Fig. 1: cells by drive strength
The bar under the picture is 10 µm long.
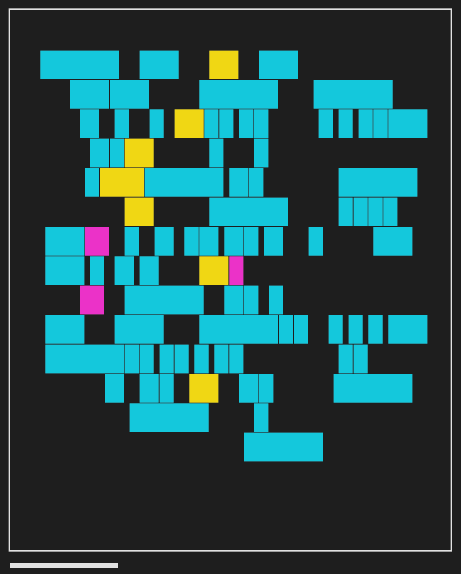
Fig. 2: M2 wires
The bar under the picture is 10 µm long. Cells faint in the background.
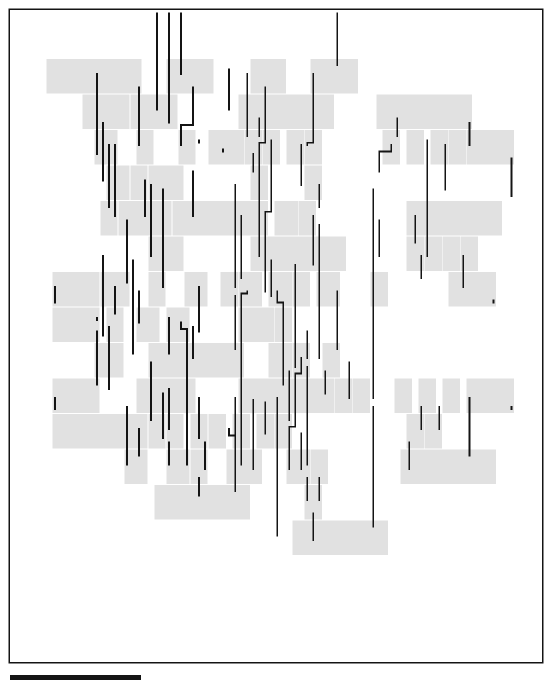
Fig. 3: metal layers overlaid
Two of the layers only.
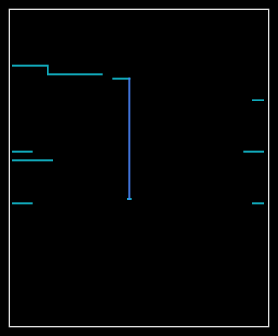
Fig. 4: signal wires on met1
The bar under the picture is 10 µm long. Supply wires on this layer in gray. Cells faint in the background.
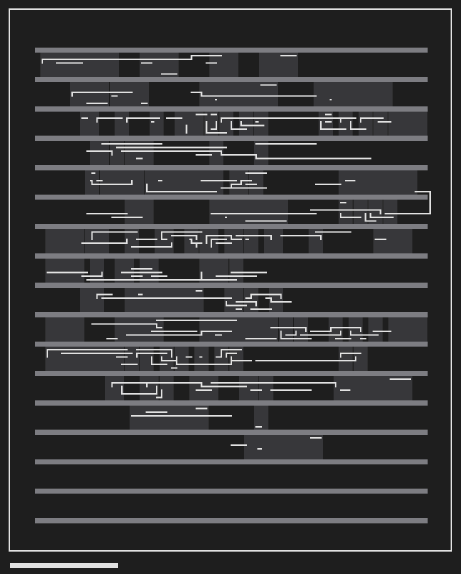
<file path="config.mk">
export PLATFORM = sky130hd
export DESIGN_NAME = bit_deserializer
export DESIGN_NICKNAME = d
export VERILOG_FILES = /design/src/rtl/bitops_pkg.sv /design/src/rtl/bit_deserializer.sv
export SDC_FILE = /design/constraint.sdc
export NUM_CORES = 1
export LEC_CHECK = 0
export ABC_AREA = 1
export CELL_PAD_IN_SITES_DETAIL_PLACEMENT = 0
export CELL_PAD_IN_SITES_GLOBAL_PLACEMENT = 1
export CORE_ASPECT_RATIO = 1.25
export CORE_MARGIN = 2
export CORE_UTILIZATION = 30
export DETAILED_ROUTE_END_ITERATION = 7
export GPL_ROUTABILITY_DRIVEN = 0
export GPL_TIMING_DRIVEN = 0
export PLACE_DENSITY = 0.73
export SYNTH_ARGS = -nofsm -noshare
export SYNTH_HDL_FRONTEND = slang
export SYNTH_SLANG_ARGS = --single-unit
</file>
<file path="constraint.sdc">
create_clock -name clk -period 1.9 [get_ports clk]
set_input_delay 0.57 -clock clk [delete_from_list [all_inputs] [get_ports clk]]
set_output_delay 0.57 -clock clk [all_outputs]
set_load 0.005 [all_outputs]
</file>
<file path="src/rtl/bitops_pkg.sv">
// Shared definitions for the bit-serial stages: default word width, FSM state
// encoding and a constant-foldable ceiling-log2 helper.
package bitops_pkg;

    localparam int unsigned DEFAULT_WIDTH = 4;

    typedef enum logic [1:0] {
        ST_SHIFT  = 2'd0,
        ST_FULL   = 2'd1,
        ST_PARITY = 2'd2
    } state_e;

    // Never returns less than 1, so a counter declared with it has at least one bit.
    function automatic int unsigned clog2(input int unsigned value);
        int unsigned result;
        result = 1;
        for (int i = 1; i < 32; i++) begin
            if ((32'd1 << i) < value) begin
                result = i + 1;
            end
        end
        return result;
    endfunction

endpackage

</file>
<file path="src/rtl/bit_deserializer.sv">
// Serial-to-parallel converter, MSB first, with a double-buffered valid/ready word output.
// Optional trailing even-parity bit per word when BIT_DESER_PARITY_EN is defined.
module bit_deserializer
    import bitops_pkg::*;
#(
    parameter int unsigned WIDTH = DEFAULT_WIDTH
) (
    input  logic             clk,
    input  logic             rst,
    input  logic             bit_in,
    input  logic             bit_valid,
    output logic             bit_ready,
    output logic [WIDTH-1:0] word_out,
    output logic             word_valid,
    input  logic             word_ready
`ifdef BIT_DESER_PARITY_EN
    ,
    output logic             parity_err
`endif
);

    localparam int unsigned CntW = clog2(WIDTH);
    localparam logic [CntW-1:0] LastCnt = CntW'(WIDTH - 1);

    state_e           state_q, state_d;
    logic [WIDTH-1:0] shreg_q, shreg_d;
    logic [CntW-1:0]  cnt_q, cnt_d;
    logic [WIDTH-1:0] word_q, word_d;
    logic             valid_q, valid_d;

    logic             accept;
    logic             slot_free;
    logic [WIDTH-1:0] shifted;

`ifdef BIT_DESER_PARITY_EN
    logic perr_pend_q, perr_pend_d;
    logic perr_out_q, perr_out_d;
    logic parity_fail;

    // In PARITY the shift register holds the complete data word.
    assign parity_fail = (^shreg_q) ^ bit_in;
    assign parity_err  = perr_out_q;
    assign bit_ready   = (state_q == ST_SHIFT) || (state_q == ST_PARITY);
`else
    assign bit_ready   = (state_q == ST_SHIFT);
`endif

    assign accept     = bit_valid && bit_ready;
    assign slot_free  = !valid_q || word_ready;
    assign shifted    = {shreg_q[WIDTH-2:0], bit_in};
    assign word_out   = word_q;
    assign word_valid = valid_q;

    always_comb begin
        state_d = state_q;
        shreg_d = shreg_q;
        cnt_d   = cnt_q;
        word_d  = word_q;
        valid_d = valid_q;
`ifdef BIT_DESER_PARITY_EN
        perr_pend_d = perr_pend_q;
        perr_out_d  = perr_out_q;
`endif

        // Drain first; a load below in the same cycle overrides it.
        if (valid_q && word_ready) begin
            valid_d = 1'b0;
        end

        unique case (state_q)
            ST_SHIFT: begin
                if (accept) begin
                    shreg_d = shifted;
                    if (cnt_q == LastCnt) begin
                        cnt_d = '0;
`ifdef BIT_DESER_PARITY_EN
                        state_d = ST_PARITY;
`else
                        if (slot_free) begin
                            word_d  = shifted;
                            valid_d = 1'b1;
                        end else begin
                            state_d = ST_FULL;
                        end
`endif
                    end else begin
                        cnt_d = cnt_q + CntW'(1);
                    end
                end
            end

            ST_FULL: begin
                if (slot_free) begin
                    word_d  = shreg_q;
                    valid_d = 1'b1;
                    state_d = ST_SHIFT;
`ifdef BIT_DESER_PARITY_EN
                    perr_out_d = perr_pend_q;
`endif
                end
            end

`ifdef BIT_DESER_PARITY_EN
            ST_PARITY: begin
                if (accept) begin
                    if (slot_free) begin
                        word_d     = shreg_q;
                        valid_d    = 1'b1;
                        perr_out_d = parity_fail;
                        state_d    = ST_SHIFT;
                    end else begin
                        perr_pend_d = parity_fail;
                        state_d     = ST_FULL;
                    end
                end
            end
`endif

            default: begin
                state_d = ST_SHIFT;
            end
        endcase
    end

    always_ff @(posedge clk) begin
        if (rst) begin
            state_q <= ST_SHIFT;
            shreg_q <= '0;
            cnt_q   <= '0;
            word_q  <= '0;
            valid_q <= 1'b0;
`ifdef BIT_DESER_PARITY_EN
            perr_pend_q <= 1'b0;
            perr_out_q  <= 1'b0;
`endif
        end else begin
            state_q <= state_d;
            shreg_q <= shreg_d;
            cnt_q   <= cnt_d;
            word_q  <= word_d;
            valid_q <= valid_d;
`ifdef BIT_DESER_PARITY_EN
            perr_pend_q <= perr_pend_d;
            perr_out_q  <= perr_out_d;
`endif
        end
    end

endmodule

</file>
==> results.ini <==
[finish]
final_common_cell = nor2_1
number_of_nets_in_the_layout = 97
fillCellCount = 179
comb-cell-share_pct = 33.40
clock_area_share_pct = 3.340
inv_count = 11
lay_top_cells = 17 x nor2_1, 16 x nand2_1, 12 x dfxtp_1

[detailed_routing]
via_per_inst = 4.318
ant_nets = 0
dr_total_vias = 462

[synthesis]
syn_area_per_cell_um2 = 6.942
postSynthNetCount = 79
netlist_area_um2 = 506.7
synthDistinctLibCells = 12
yosysSeqAreaShare_pct = 47.41

[final_timing]
final.setup_skew_ns = 0.001662
hold_ws_ns = 0.4839
fmax_mhz = 555.5
setup_viol = 0
period_needed_ns = 1.800

[power]
p_int_mw = 0.3610
power.share.clock_pct = 33.2
p_switching_mw = 0.1166

[floorplanning]
design.core.area_um2 = 1582
floorplan.die.height_um = 49.95

[placed_design]
place_area_um2 = 629.4
dp_slack_ns = 0.2267

[worst_setup_path]
path_cells = inv_2, clkdlybuf4s50_1

[run_status]
run_status = completed

[global_routing]
grt_start_max_net_pins = 11

Back to the opening pictures, Fig. 1:
_0 and _1 cells: marked cyan, cells 79, share 89%. _2 cells: marked magenta, cells 3, share 3.4%. _3 and _4 cells: marked yellow, cells 7, share 7.9%.
buffer count excluding the clock tree in the final layout: 13
layout-stage area growth over the synthesis result: 33.09%
Design Area, Final: 674.4 µm²

Back to the opening pictures, Fig. 2:
The layer carries 394 µm of wire. The layer holds 43% of the routed length. The wires run mostly vertical. The longest straight run is 16.0 µm. 71 nets have wire on it.
global-route met2 utilization: 14.02%
wirelength, routed: 924 µm

Back to the opening pictures, Fig. 3:
metal 4: marked blue, wire length 19.0 µm. metal 3: marked cyan, wire length 36.5 µm.

Back to the opening pictures, Fig. 4:
The layer carries 476 µm of wire. 84 nets have wire on it. The layer holds 51% of the routed length.

## per-stage QoR
stage	utilization [%]	cells
after floorplan	-	73
after global placement	39.79	101
after detailed placement	39.79	101
after CTS	41.22	104
after global routing	42.64	107
final	42.64	107
## metal layers
layer | GRT usage (%) | share of wire, % | wire length [µm] | up-vias
met5 | 0 | 0 | 0 | -
met4 | 10.00 | 2.1 | 19 | 0
met3 | 2.703 | 3.9 | 36 | 2
met2 | 14.02 | 43 | 393 | 9
met1 | 14.65 | 51 | 475 | 195
li1 | - | - | - | 256
## timing repair
| item | in CTS | in global routing |
|---|---|---|
| endpoints found under the setup margin | 0 | 1 |
| buffers inserted | 0 | 3 |
| endpoints found under the hold margin | 0 | 0 |
## cell families after synthesis
family,synth area share (%)
compound gates,11.85
fa+ha+maj,2.469
buf+inv,8.146
flops,47.41
simple gates,30.12
## cells in the mapped netlist
library cell  number  area, µm²
a21oi_1            3      15.01
clkinv_1           1      3.750
dfxtp_1           12      240.2
ha_1               1      12.51
inv_1              9      33.78
inv_2              1      3.750
nand2_1           16      60.06
nand2_2            2      12.51
nand2_4            1      11.26
nor2_1            17      63.81
nor3_1             1      5.000
o21ai_0            9      45.04
## path summary, 6_finish.rpt
kind              startpoint         end  slack (ns)  cells after the start
setup / recovery  state_q[0]   bit_ready         0.1                      2
hold / removal    shreg_q[1]  shreg_q[1]        0.48                      2
setup reg to reg  state_q[0]    cnt_q[1]        0.80                      6
hold reg to reg   shreg_q[1]  shreg_q[1]        0.48                      2
## critical path, delay by kind of cell (launching register included)
| family | cells | cell delay, ns |
|---|---|---|
| buffers and inverters | 2 | 0.60 |
| flip-flops | 1 | 0.36 |
## registers in the layout, summed over array words and instances, names as in the netlist
name        count
state_q         1
word_valid      1
word_out        4
cnt_q           2
shreg_q         4
